Clock nets:
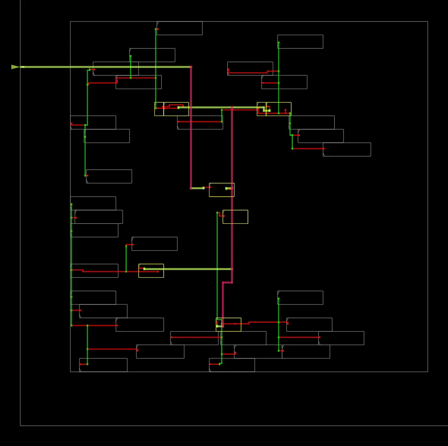
Cells coloured by class:
Bar = 20 µm.
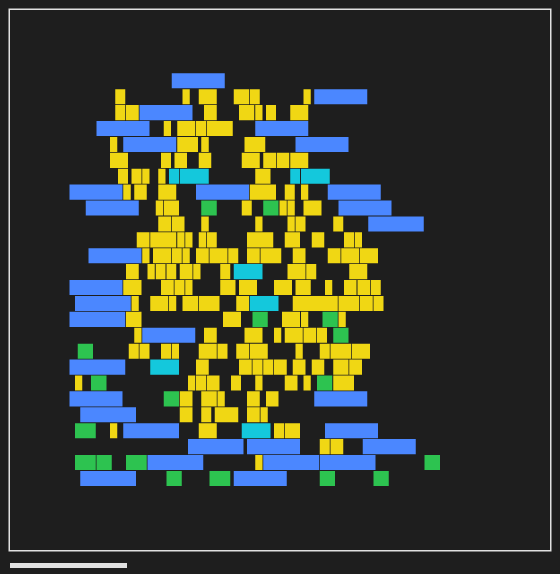
Metal 1:
Supply wires on this layer in grey.
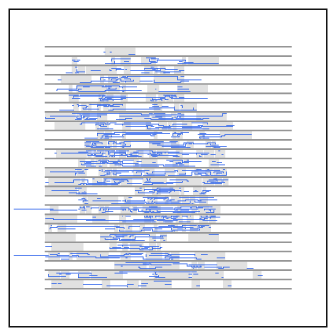
===== src/rtl/gx_reset_ctrl.sv =====
// gx_reset_ctrl: transceiver reset sequencer (TX_ANA > TX_DIG > RX_ANA > RX_LOCK > RX_DIG > READY).
// Define GX_RST_LOCK_TIMEOUT_EN to restart the RX analog stage when lock takes too long.
module gx_reset_ctrl #(
  parameter int T_ANALOG  = 100,
  parameter int T_DIGITAL = 50,
  parameter int T_LTD     = 200,
  parameter int T_TIMEOUT = 65535
) (
  input  logic clk,
  input  logic nreset,
  input  logic tx_cal_busy_i,
  input  logic rx_cal_busy_i,
  input  logic rx_is_lockedtodata_i,
  output logic tx_analogreset_o,
  output logic tx_digitalreset_o,
  output logic rx_analogreset_o,
  output logic rx_digitalreset_o,
  output logic tx_ready_o,
  output logic rx_ready_o
);

  localparam int T_MAX_A = (T_ANALOG > T_DIGITAL) ? T_ANALOG : T_DIGITAL;
  localparam int T_MAX_B = (T_LTD > T_TIMEOUT) ? T_LTD : T_TIMEOUT;
  localparam int T_MAX   = (T_MAX_A > T_MAX_B) ? T_MAX_A : T_MAX_B;
  localparam int CW      = $clog2(T_MAX) + 1;

  localparam logic [2:0] ST_TX_ANA  = 3'd0;
  localparam logic [2:0] ST_TX_DIG  = 3'd1;
  localparam logic [2:0] ST_RX_ANA  = 3'd2;
  localparam logic [2:0] ST_RX_LOCK = 3'd3;
  localparam logic [2:0] ST_RX_DIG  = 3'd4;
  localparam logic [2:0] ST_READY   = 3'd5;

  logic          r_tx_busy_s1, r_tx_busy_s2;
  logic          r_rx_busy_s1, r_rx_busy_s2;
  logic          r_lock_s1, r_lock_s2;
  logic [2:0]    r_state;
  logic [2:0]    w_state_nxt;
  logic [CW-1:0] r_cnt;
  logic [CW-1:0] w_cnt_nxt;
  logic          w_cnt_last;
  logic          r_tx_ana, r_tx_dig, r_rx_ana, r_rx_dig, r_tx_rdy, r_rx_rdy;

  always_ff @(posedge clk or negedge nreset) begin
    if (!nreset) begin
      r_tx_busy_s1 <= 1'b1;
      r_tx_busy_s2 <= 1'b1;
      r_rx_busy_s1 <= 1'b1;
      r_rx_busy_s2 <= 1'b1;
      r_lock_s1    <= 1'b0;
      r_lock_s2    <= 1'b0;
    end else begin
      r_tx_busy_s1 <= tx_cal_busy_i;
      r_tx_busy_s2 <= r_tx_busy_s1;
      r_rx_busy_s1 <= rx_cal_busy_i;
      r_rx_busy_s2 <= r_rx_busy_s1;
      r_lock_s1    <= rx_is_lockedtodata_i;
      r_lock_s2    <= r_lock_s1;
    end
  end

  // The transition fires on the edge that would take the counter to zero,
  // so each stage spends exactly its parameter in counted cycles.
  assign w_cnt_last = (r_cnt <= CW'(1));

`ifdef GX_RST_LOCK_TIMEOUT_EN
  localparam int TW = $clog2(T_TIMEOUT + 1);
  logic [TW-1:0] r_to_cnt;
  logic          w_to_hit;

  assign w_to_hit = (r_state == ST_RX_LOCK) && (r_to_cnt >= TW'(T_TIMEOUT - 1));

  always_ff @(posedge clk or negedge nreset) begin
    if (!nreset) begin
      r_to_cnt <= '0;
    end else if ((r_state == ST_RX_LOCK) && (w_state_nxt == ST_RX_LOCK)) begin
      r_to_cnt <= r_to_cnt + TW'(1);
    end else begin
      r_to_cnt <= '0;
    end
  end
`endif

  always_comb begin
    w_state_nxt = r_state;
    w_cnt_nxt   = r_cnt;
    case (r_state)
      ST_TX_ANA: begin
        if (!r_tx_busy_s2) begin
          if (w_cnt_last) begin
            w_state_nxt = ST_TX_DIG;
            w_cnt_nxt   = CW'(T_DIGITAL);
          end else begin
            w_cnt_nxt = r_cnt - CW'(1);
          end
        end
      end
      ST_TX_DIG: begin
        if (w_cnt_last) begin
          w_state_nxt = ST_RX_ANA;
          w_cnt_nxt   = CW'(T_ANALOG);
        end else begin
          w_cnt_nxt = r_cnt - CW'(1);
        end
      end
      ST_RX_ANA: begin
        if (!r_rx_busy_s2) begin
          if (w_cnt_last) begin
            w_state_nxt = ST_RX_LOCK;
            w_cnt_nxt   = CW'(T_LTD);
          end else begin
            w_cnt_nxt = r_cnt - CW'(1);
          end
        end
      end
      ST_RX_LOCK: begin
        if (!r_lock_s2) begin
          w_cnt_nxt = CW'(T_LTD);
        end else if (w_cnt_last) begin
          w_state_nxt = ST_RX_DIG;
          w_cnt_nxt   = CW'(T_DIGITAL);
        end else begin
          w_cnt_nxt = r_cnt - CW'(1);
        end
      end
      ST_RX_DIG: begin
        if (!r_lock_s2) begin
          w_state_nxt = ST_RX_LOCK;
          w_cnt_nxt   = CW'(T_LTD);
        end else if (w_cnt_last) begin
          w_state_nxt = ST_READY;
        end else begin
          w_cnt_nxt = r_cnt - CW'(1);
        end
      end
      ST_READY: begin
        // Calibration restarts the analog stage, so it wins over a plain lock loss.
        if (r_rx_busy_s2) begin
          w_state_nxt = ST_RX_ANA;
          w_cnt_nxt   = CW'(T_ANALOG);
        end else if (!r_lock_s2) begin
          w_state_nxt = ST_RX_LOCK;
          w_cnt_nxt   = CW'(T_LTD);
        end
      end
      default: begin
        w_state_nxt = ST_TX_ANA;
        w_cnt_nxt   = CW'(T_ANALOG);
      end
    endcase
`ifdef GX_RST_LOCK_TIMEOUT_EN
    if (w_to_hit && (w_state_nxt == ST_RX_LOCK)) begin
      w_state_nxt = ST_RX_ANA;
      w_cnt_nxt   = CW'(T_ANALOG);
    end
`endif
  end

  // Outputs decode the next state so they move on the same edge as the state.
  always_ff @(posedge clk or negedge nreset) begin
    if (!nreset) begin
      r_state  <= ST_TX_ANA;
      r_cnt    <= CW'(T_ANALOG);
      r_tx_ana <= 1'b1;
      r_tx_dig <= 1'b1;
      r_rx_ana <= 1'b1;
      r_rx_dig <= 1'b1;
      r_tx_rdy <= 1'b0;
      r_rx_rdy <= 1'b0;
    end else begin
      r_state  <= w_state_nxt;
      r_cnt    <= w_cnt_nxt;
      r_tx_ana <= (w_state_nxt == ST_TX_ANA);
      r_tx_dig <= (w_state_nxt == ST_TX_ANA) || (w_state_nxt == ST_TX_DIG);
      r_rx_ana <= (w_state_nxt == ST_TX_ANA) || (w_state_nxt == ST_TX_DIG) ||
                  (w_state_nxt == ST_RX_ANA);
      r_rx_dig <= (w_state_nxt != ST_READY);
      r_tx_rdy <= (w_state_nxt != ST_TX_ANA) && (w_state_nxt != ST_TX_DIG);
      r_rx_rdy <= (w_state_nxt == ST_READY);
    end
  end

  assign tx_analogreset_o  = r_tx_ana;
  assign tx_digitalreset_o = r_tx_dig;
  assign rx_analogreset_o  = r_rx_ana;
  assign rx_digitalreset_o = r_rx_dig;
  assign tx_ready_o        = r_tx_rdy;
  assign rx_ready_o        = r_rx_rdy;

endmodule


===== config.mk =====
export PLATFORM = sky130hd
export DESIGN_NAME = gx_reset_ctrl
export DESIGN_NICKNAME = d
export VERILOG_FILES = /design/src/rtl/gx_reset_ctrl.sv
export SDC_FILE = /design/constraint.sdc
export NUM_CORES = 1
export LEC_CHECK = 0
export CAP_MARGIN = 0
export CORE_MARGIN = 10
export CORE_UTILIZATION = 37
export DETAILED_ROUTE_END_ITERATION = 10
export SLEW_MARGIN = 20
export SYNTH_ARGS = -nofsm -noshare
export SYNTH_HDL_FRONTEND = slang
export SYNTH_SLANG_ARGS = --single-unit

===== constraint.sdc =====
create_clock -name clk -period 2.91 [get_ports clk]
set_clock_uncertainty 0.15 [all_clocks]
set_input_delay 0.291 -clock clk [delete_from_list [all_inputs] [get_ports clk]]
set_output_delay 0.291 -clock clk [all_outputs]
set_load 0.1 [all_outputs]

==> changes_impl.md <==
### Metrics

- Leakage: 0.928 nW
- Final WS setup: 444 ps
- Run status: completed
- FF+latch area: 815 µm²
- Final nets: 232
- Most numerous logic cell after layout: nor2_1
- Final Max Tran Viols: 0
- Port bufs: 10
- Tool warnings: 27
- Post-synthesis chip area from yosys: 1940 µm²
- Fin util: 42.9%
- Post-CTS sizing: 0
- Met3 Resource Use GR: 2.91%
- Root Buffer: clkbuf_8
- Combinational share of cell area: 47.1%
- Crit path DAT: 2480 ps
- GP Congestion: 0.876
- CP required: 2920 ps
- Grt met2 use: 16.9%
- WP depth: 8
- Worst Path Max Fanout: 9
- Critical-path top delay cell: and4b_1
- Final Hold Vio Count: 0
- Setup Viol. Count Final: 0
- Worst r2r src: r_cnt[1]
- Clk pin slew, worst setup/hold paths: 70 ps
- Buffer share of cell area: 6.62%
- Post-synth top flop: dfrtp_1
- Yosys stat cell total: 213
- Vias per inst: 5.53
- Synth Net Count: 220
- Worst vdd rail ir drop: 0.000226 V
- Vias in the first global route: 1631
- Logic area: 1030 µm²
- Combinational power share: 2.1%
- Chip height: 92.4 µm
- H-tree depth: 2
- Residual DRC: 0
- Tap Count: 70
- Avg Cell Area, Syn: 9.09 µm²
- Area fraction of the dominant cell type after synthesis: 27.1%
- Worst Max-Slew Pin Slew: 475 ps
- Most frequent cells in the layout: 24 x nor2_1, 21 x dfrtp_1, 15 x a21oi_1, 14 x buf_4, 13 x nand2_1
- Logic inverters: 5
- Area of placed instances: 2100 µm²
- Max Freq: 406 MHz
- Terminus of the critical flop-to-flop path: r_cnt[16]
- Top Usage Layer GRT: met2
- Antenna violations before repair: 0
- Dpl hpwl: 3310 µm
- CTS tree: yes
- Worst hold path endpoint: r_tx_busy_s2
- Pwr/cell area: 379 nW/µm²
- Sequential share of power: 55.0%
- Critical path startpoint: r_cnt[1]
- Routed WL per cell: 15.3 µm
- Initial Util: 37.9%
- Worst Hold Launch: r_tx_busy_s1
- Sequential-to-total area share from yosys stat: 42.1%
- Post-synthesis async set-or-reset flop share: 100%
- Area delta synth->final: 13.2%
- # Post-CTS Setup Buffers: 0
- Die width: 92.4 µm
- Biggest area cells: dfrtp_1 27%, dfstp_2 15%, nor2_1 4.7%
- Antenna viol nets, final: 0
Notes on 'clock nets' above:
Clock Latency Late Sink: 290 ps
sequential cell count: 32
Num CTS Buffers: 5
Power Clock: 356 µW
number of clock buffers in the layout: 6

Notes on 'cells coloured by class' above:
colour	class	cells	share of their area
blue	flops	32	39%
yellow	combinational and other logic	168	50%
green	other buffers and delay cells	18	6.9%
cyan	clock drivers and dummy loads	8	4.4%
Finished Cell Area: 2190 µm²
Core Box Area: 5110 µm²
fraction of area in registers: 37.2%
row cnt: 26

Notes on 'metal 1' above:
share of all routed wire	50%
wire length on this layer	2260 µm
longest straight run	22.5 µm
main direction	horizontal
nets with wire on the layer	218
met1 GRT Util: 16.6%
drt total wl: 4540 µm

-- worst register-to-register path: cells and delay by family, from the launching register on --
family / cells / cell delay [ps]
simple gates: 3 / 760
buf+inv: 1 / 120
fa+ha+maj: 1 / 150
flops: 1 / 420
compound gates: 3 / 750
-- power by group through the flow --
stage                     Sequential (mW)  Combinational (mW)  Clock, mW
after global placement              0.464              0.0182          0
after CTS                           0.456              0.0183      0.367
after detailed placement            0.464              0.0183          0
final                               0.457              0.0178      0.356
after floorplan                     0.462             0.00444          0
after global routing                0.457              0.0201      0.386
-- state kept, by name, indices dropped and copies added, names as in the netlist --
signal / count
tx_ready_o: 1
r_tx_busy_s2: 1
r_rx_busy_s1: 1
r_cnt: 17
tx_analogreset_o: 1
r_lock_s1: 1
tx_digitalreset_o: 1
rx_ready_o: 1
r_tx_busy_s1: 1
rx_digitalreset_o: 1
r_lock_s2: 1
rx_analogreset_o: 1
r_rx_busy_s2: 1
r_state: 3
-- synthesized netlist by cell type (all sizes together), types with 2 or more instances --
cell type / count
o2bb2ai: 2
a211o: 2
nor4: 6
a21oi: 16
a22oi: 2
ha: 2
or2: 4
nor3: 9
nand2: 14
xor2: 6
o32ai: 2
a21o: 2
o21ai: 10
dfrtp: 21
nor2: 24
o31a: 2
o311ai: 3
nand2b: 6
o21a: 2
clkbuf: 4
and3: 5
nand3: 4
buf: 9
and2: 5
and4b: 2
dfstp: 11
nand4: 8
a22o: 2
inv: 5
nor2b: 2
a31oi: 4
-- cells by family after synthesis --
logic type      after synthesis  share of synthesized area, %
compound gates               58                          21.1
xor+xnor                      7                          3.17
fa+ha+maj                     2                          1.29
buf+inv                      18                          4.59
flops                        32                          42.1
mux                           2                          1.10
simple gates                 94                          26.7
No activity file was given, so power comes from the tool's default toggle rates.
